File: src/rtl/sipo_deserializer_32_bit_if.sv
`default_nettype none
// ============================================================================
// Module      : sipo_deserializer_32_bit_if
// Description : Serial input, parallel valid/ready output and status bundle
//               for the SIPO deserializer.
// Revision    : 1.0 - initial release
// ============================================================================
interface sipo_deserializer_32_bit_if #(
    parameter int DATA_WIDTH = 32,
    parameter int CNT_WIDTH  = 6
);
    logic                  Serial_Data_In;
    logic                  Serial_Valid_In;
    logic                  Frame_Start_In;
    logic [DATA_WIDTH-1:0] Parallel_Data_Out;
    logic                  Parallel_Valid_Out;
    logic                  Parallel_Ready_In;
    logic [CNT_WIDTH-1:0]  Bit_Count_Out;
    logic                  Overrun_Out;
    logic                  Sync_Error_Out;
    logic                  Clear_Flags_In;
    logic                  Parity_Error_Out;

    // Serial producer / parallel consumer side
    modport master (
        output Serial_Data_In, Serial_Valid_In, Frame_Start_In,
        output Parallel_Ready_In, Clear_Flags_In,
        input  Parallel_Data_Out, Parallel_Valid_Out, Bit_Count_Out,
        input  Overrun_Out, Sync_Error_Out, Parity_Error_Out
    );

    // Deserializer side
    modport slave (
        input  Serial_Data_In, Serial_Valid_In, Frame_Start_In,
        input  Parallel_Ready_In, Clear_Flags_In,
        output Parallel_Data_Out, Parallel_Valid_Out, Bit_Count_Out,
        output Overrun_Out, Sync_Error_Out, Parity_Error_Out
    );
endinterface
`default_nettype wire

File: src/rtl/sipo_deserializer_32_bit.sv
`default_nettype none
// ============================================================================
// Module      : sipo_deserializer_32_bit
// Description : LSB-first serial-to-parallel deserializer with start-strobe
//               framing, one-word output buffer and sticky error flags.
//               Define SIPO_PARITY_CHECK_EN to add a trailing even-parity bit.
// Revision    : 1.0 - initial release
// ============================================================================
module sipo_deserializer_32_bit #(
    parameter int DATA_WIDTH = 32,
    parameter int CNT_WIDTH  = 6
) (
    input  logic                        Clk_In,
    input  logic                        Reset_In,
    sipo_deserializer_32_bit_if.slave   bus
);
    typedef enum logic [1:0] {
        S_IDLE    = 2'd0,
        S_RECEIVE = 2'd1,
        S_PARITY  = 2'd2
    } state_t;

    localparam logic [CNT_WIDTH-1:0] c_LAST = CNT_WIDTH'(DATA_WIDTH - 1);
    localparam logic [CNT_WIDTH-1:0] c_FULL = CNT_WIDTH'(DATA_WIDTH);
    localparam logic [CNT_WIDTH-1:0] c_ONE  = CNT_WIDTH'(1);

    state_t                  state_q, state_d;
    logic [DATA_WIDTH-1:0]   shift_q, shift_d;
    logic [CNT_WIDTH-1:0]    count_q, count_d;
    logic [DATA_WIDTH-1:0]   data_q, data_d;
    logic                    valid_q, valid_d;
    logic                    ovr_q, ovr_d;
    logic                    sync_q, sync_d;
    logic                    w_complete;
    logic [DATA_WIDTH-1:0]   w_word;
    logic                    w_sync_set;
    logic                    w_ovr_set;
`ifdef SIPO_PARITY_CHECK_EN
    logic                    par_q, par_d;
    logic                    w_par_set;
`endif

    always_ff @(posedge Clk_In) begin
        if (Reset_In) begin
            state_q <= S_IDLE;
            shift_q <= '0;
            count_q <= '0;
            data_q  <= '0;
            valid_q <= 1'b0;
            ovr_q   <= 1'b0;
            sync_q  <= 1'b0;
`ifdef SIPO_PARITY_CHECK_EN
            par_q   <= 1'b0;
`endif
        end else begin
            state_q <= state_d;
            shift_q <= shift_d;
            count_q <= count_d;
            data_q  <= data_d;
            valid_q <= valid_d;
            ovr_q   <= ovr_d;
            sync_q  <= sync_d;
`ifdef SIPO_PARITY_CHECK_EN
            par_q   <= par_d;
`endif
        end
    end

    always_comb begin
        state_d    = state_q;
        shift_d    = shift_q;
        count_d    = count_q;
        data_d     = data_q;
        valid_d    = valid_q;
        w_complete = 1'b0;
        w_word     = '0;
        w_sync_set = 1'b0;
        w_ovr_set  = 1'b0;
`ifdef SIPO_PARITY_CHECK_EN
        w_par_set  = 1'b0;
`endif

        if (valid_q && bus.Parallel_Ready_In) begin
            valid_d = 1'b0;
        end

        if (bus.Serial_Valid_In) begin
            if (bus.Frame_Start_In) begin
                // A start strobe always opens a fresh frame; mid-frame it is a resync.
                w_sync_set = (state_q != S_IDLE);
                shift_d    = {bus.Serial_Data_In, {(DATA_WIDTH-1){1'b0}}};
                count_d    = c_ONE;
                state_d    = S_RECEIVE;
            end else begin
                case (state_q)
                    S_IDLE: begin
                        state_d = S_IDLE;
                    end
                    S_RECEIVE: begin
                        shift_d = {bus.Serial_Data_In, shift_q[DATA_WIDTH-1:1]};
                        if (count_q == c_LAST) begin
`ifdef SIPO_PARITY_CHECK_EN
                            count_d = c_FULL;
                            state_d = S_PARITY;
`else
                            count_d    = '0;
                            state_d    = S_IDLE;
                            w_complete = 1'b1;
                            w_word     = {bus.Serial_Data_In, shift_q[DATA_WIDTH-1:1]};
`endif
                        end else begin
                            count_d = count_q + c_ONE;
                        end
                    end
`ifdef SIPO_PARITY_CHECK_EN
                    S_PARITY: begin
                        count_d    = '0;
                        state_d    = S_IDLE;
                        w_complete = 1'b1;
                        w_word     = shift_q;
                        w_par_set  = ((^shift_q) != bus.Serial_Data_In);
                    end
`endif
                    default: begin
                        state_d = S_IDLE;
                        count_d = '0;
                    end
                endcase
            end
        end

        // A held word that is not being taken this edge blocks the new one.
        if (w_complete) begin
            if (valid_q && !bus.Parallel_Ready_In) begin
                w_ovr_set = 1'b1;
            end else begin
                data_d  = w_word;
                valid_d = 1'b1;
            end
        end

        ovr_d  = (ovr_q  & ~bus.Clear_Flags_In) | w_ovr_set;
        sync_d = (sync_q & ~bus.Clear_Flags_In) | w_sync_set;
`ifdef SIPO_PARITY_CHECK_EN
        par_d  = (par_q  & ~bus.Clear_Flags_In) | w_par_set;
`endif
    end

    assign bus.Parallel_Data_Out  = data_q;
    assign bus.Parallel_Valid_Out = valid_q;
    assign bus.Bit_Count_Out      = count_q;
    assign bus.Overrun_Out        = ovr_q;
    assign bus.Sync_Error_Out     = sync_q;
`ifdef SIPO_PARITY_CHECK_EN
    assign bus.Parity_Error_Out   = par_q;
`else
    assign bus.Parity_Error_Out   = 1'b0;
`endif
endmodule
`default_nettype wire

File: src/flat_wrapper.sv
// flat-port wrapper written by rule: the top's interface ports become plain ports
module sipo_deserializer_32_bit_flat 
#(
    parameter int DATA_WIDTH = 32,
    parameter int CNT_WIDTH  = 6
)
  (Clk_In, Reset_In, bus_Serial_Data_In, bus_Serial_Valid_In, bus_Frame_Start_In, bus_Parallel_Ready_In, bus_Clear_Flags_In, bus_Parallel_Data_Out, bus_Parallel_Valid_Out, bus_Bit_Count_Out, bus_Overrun_Out, bus_Sync_Error_Out, bus_Parity_Error_Out);
  sipo_deserializer_32_bit_if #(.DATA_WIDTH(DATA_WIDTH), .CNT_WIDTH(CNT_WIDTH)) bus_i ();
  input  logic Clk_In;
  input  logic Reset_In;
  input wire logic [$bits(bus_i.Serial_Data_In)-1:0] bus_Serial_Data_In;
  input wire logic [$bits(bus_i.Serial_Valid_In)-1:0] bus_Serial_Valid_In;
  input wire logic [$bits(bus_i.Frame_Start_In)-1:0] bus_Frame_Start_In;
  input wire logic [$bits(bus_i.Parallel_Ready_In)-1:0] bus_Parallel_Ready_In;
  input wire logic [$bits(bus_i.Clear_Flags_In)-1:0] bus_Clear_Flags_In;
  output wire logic [$bits(bus_i.Parallel_Data_Out)-1:0] bus_Parallel_Data_Out;
  output wire logic [$bits(bus_i.Parallel_Valid_Out)-1:0] bus_Parallel_Valid_Out;
  output wire logic [$bits(bus_i.Bit_Count_Out)-1:0] bus_Bit_Count_Out;
  output wire logic [$bits(bus_i.Overrun_Out)-1:0] bus_Overrun_Out;
  output wire logic [$bits(bus_i.Sync_Error_Out)-1:0] bus_Sync_Error_Out;
  output wire logic [$bits(bus_i.Parity_Error_Out)-1:0] bus_Parity_Error_Out;
  assign bus_i.Serial_Data_In = bus_Serial_Data_In;
  assign bus_i.Serial_Valid_In = bus_Serial_Valid_In;
  assign bus_i.Frame_Start_In = bus_Frame_Start_In;
  assign bus_i.Parallel_Ready_In = bus_Parallel_Ready_In;
  assign bus_i.Clear_Flags_In = bus_Clear_Flags_In;
  assign bus_Parallel_Data_Out = bus_i.Parallel_Data_Out;
  assign bus_Parallel_Valid_Out = bus_i.Parallel_Valid_Out;
  assign bus_Bit_Count_Out = bus_i.Bit_Count_Out;
  assign bus_Overrun_Out = bus_i.Overrun_Out;
  assign bus_Sync_Error_Out = bus_i.Sync_Error_Out;
  assign bus_Parity_Error_Out = bus_i.Parity_Error_Out;
  sipo_deserializer_32_bit #(.DATA_WIDTH(DATA_WIDTH), .CNT_WIDTH(CNT_WIDTH)) u_core (.Clk_In(Clk_In), .Reset_In(Reset_In), .bus(bus_i));
endmodule
File: config.mk
export PLATFORM = sky130hd
export DESIGN_NAME = sipo_deserializer_32_bit_flat
export DESIGN_NICKNAME = d
export VERILOG_FILES = /design/src/rtl/sipo_deserializer_32_bit_if.sv /design/src/rtl/sipo_deserializer_32_bit.sv /design/src/flat_wrapper.sv
export SDC_FILE = /design/constraint.sdc
export NUM_CORES = 1
export LEC_CHECK = 0
export ABC_CLOCK_PERIOD_IN_PS = 2800
export CORE_MARGIN = 5
export CORE_UTILIZATION = 30
export DETAILED_ROUTE_END_ITERATION = 7
export PLACE_DENSITY = 0.61
export SETUP_SLACK_MARGIN = 0.15
export SLEW_MARGIN = 20
export SYNTH_ARGS = -nofsm -noshare
export SYNTH_HDL_FRONTEND = slang
export SYNTH_SLANG_ARGS = --single-unit
File: constraint.sdc
create_clock -name Clk_In -period 2.8 [get_ports Clk_In]
set_input_delay 0.42 -clock Clk_In [delete_from_list [all_inputs] [get_ports Clk_In]]
set_output_delay 0.42 -clock Clk_In [all_outputs]
set_load 0.01 [all_outputs]
Fig. 1: supply network
Scale bar: 20 um. Pins as bars on the die edge.
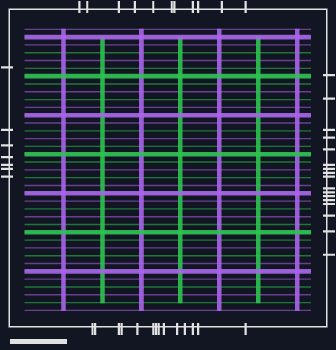
VDD -> green
VSS -> purple
signal pins = 49
met5 straps = 7

Fig. 2: placement by cell class
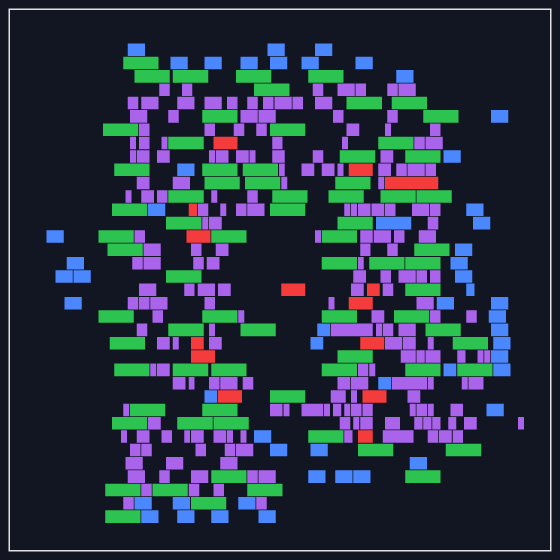
clock drivers and dummy loads -> red  # cells 14
all other logic -> purple  # cells 207
other buffers and delay cells -> blue  # cells 53
flip-flops -> green  # cells 73

==> flow_metrics.tcl <==
# flow metrics
set metrics [dict create \
    floorplan.core_util_pct 30.7 \
    grt_first_pass_wirelength_um 10300 \
    drtIter0Drc 148 \
    ant_nets 0 \
    ys_sh_simple_pct 23.6 \
    r2r_start "u_core.bus.Bit_Count_Out[1]" \
    path_max_fanout 25 \
    ir_drop_mv 0.182 \
    routed_wl_um 5990 \
    core_sq_um 9770 \
    chip_area_sq_um 12100 \
    yosys.cell_types.count 32 \
    power_density_nw_per_um2 509 \
    min_to "u_core.bus.Overrun_Out" \
    cts_resized 0 \
    pre_cts_ws_ps 500 \
    stdcell_count 480 \
    clk_latency_ps 340 \
    pin_count 49 \
    nNetsFinal 352 \
    utilization_pct 38.3 \
    reg2reg_depth 5 \
    postCtsSetupBuffers 0 \
    firstDrtPassIters 4 \
    critPathKind "register to register" \
    ys_top_logic_family "simple AND/OR/NAND/NOR gates" \
    hold_slack_ps 457 \
    finalSetupTns_ps 0 \
    min-delay-start "u_core.bus.Overrun_Out" \
    fin_area_sq_um 3750 \
    cts_tree "built" \
    die_w_um 110 \
    vias 2245 \
    grt.overflow.total 0 \
    drc 0 \
    synth-seq-cells 73 \
    finClkSkew_ps 6.72 \
    met2_usage_pct 15.6 \
    busiest_layer "met2" \
    slew_violations 0 \
    clockBufferDepth 2 \
    grt_pass1_vias 2182 \
    rsz0062_at_grt "false" \
    m1WireLength_um 2920 \
    grt_antenna_before_repair 0 \
    place_area_sq_um 3560 \
    avgSynthCellArea_sq_um 9.82 \
    p_total_mw 1.91 \
    status "finished clean" \
    hold_violations 0 \
    end_kind "register" \
    cp-startpoint "u_core.bus.Bit_Count_Out[1]" \
    r2r_slack_ps 800 \
    cts.htree.levels 3 \
    xor_share_pct 0 \
]
Fig. 3: clock network drawn from the DEF
Scale bar: 20 um.
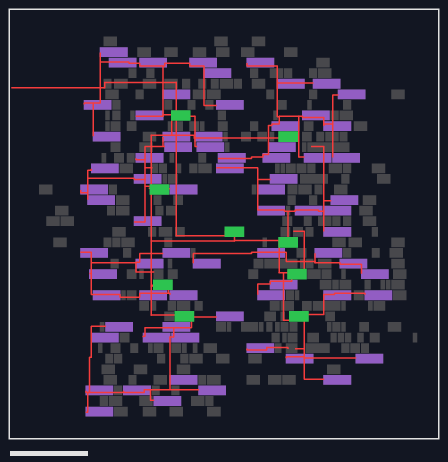
cells driving clock nets -> green  # count 9
clock wires -> red  # length 937 um
flip-flops -> purple  # count 73
routed clock nets = 10

where the power goes:
part	internal (mW)	switching, mW
logic	0.0354	0.0453
clock network	0.401	0.377
registers	1.04	0.00525
critical path, cell delays in order (launching register included):
cell and delay (ps):
dfxtp_1 410, ha_1 290, nand2b_1 220, nor4b_4 310
buf_4 420, mux2i_1 250
synthesized netlist by cell type:
master	instances	share of area (%)
or4b_1	1	0.33
a22oi_1	31	7.7
o31ai_1	2	0.50
buf_6	3	1.1
o211ai_1	2	0.50
or3_1	2	0.42
clkbuf_1	16	2.0
nor2_1	36	4.5
o21ai_0	2	0.33
a21oi_1	5	0.83
buf_2	6	1.0
a32oi_1	1	0.29
a31oi_1	2	0.42
nand3_1	1	0.17
dfxtp_1	73	49
nand2b_1	66	14
nand3_4	1	0.58
or4_1	1	0.25
ha_1	1	0.42
o21ai_2	1	0.29
nand4_1	2	0.42
nand2_1	5	0.62
nor3b_1	2	0.50
buf_4	1	0.25
o31a_2	1	0.33
a221oi_1	1	0.29
and3b_1	2	0.58
mux2i_1	33	11
nand3b_4	1	0.67
nor4b_4	1	0.79
conb_1	1	0.12
inv_1	3	0.37
registers in the layout, indices dropped and copies added, names as in the netlist:
signal / flops
u_core.bus.Parallel_Data_Out: 32
u_core.shift_q: 31
u_core.bus.Bit_Count_Out: 6
u_core.bus.Overrun_Out: 1
u_core.bus.Parallel_Valid_Out: 1
u_core.bus.Sync_Error_Out: 1
u_core.state_q: 1
final cells by class:
class | count | area (sq um) | share of cell area, %
multi-input combinational | 204 | 1400 | 37.4
clock buffer | 9 | 124 | 3.31
tap | 133 | 166 | 4.44
timing repair buffer | 53 | 523 | 14.0
clock inverter | 5 | 58.8 | 1.57
inverter | 3 | 11.3 | 0.301
sequential | 73 | 1460 | 39.0
Power is estimated from default activity; no workload was simulated.
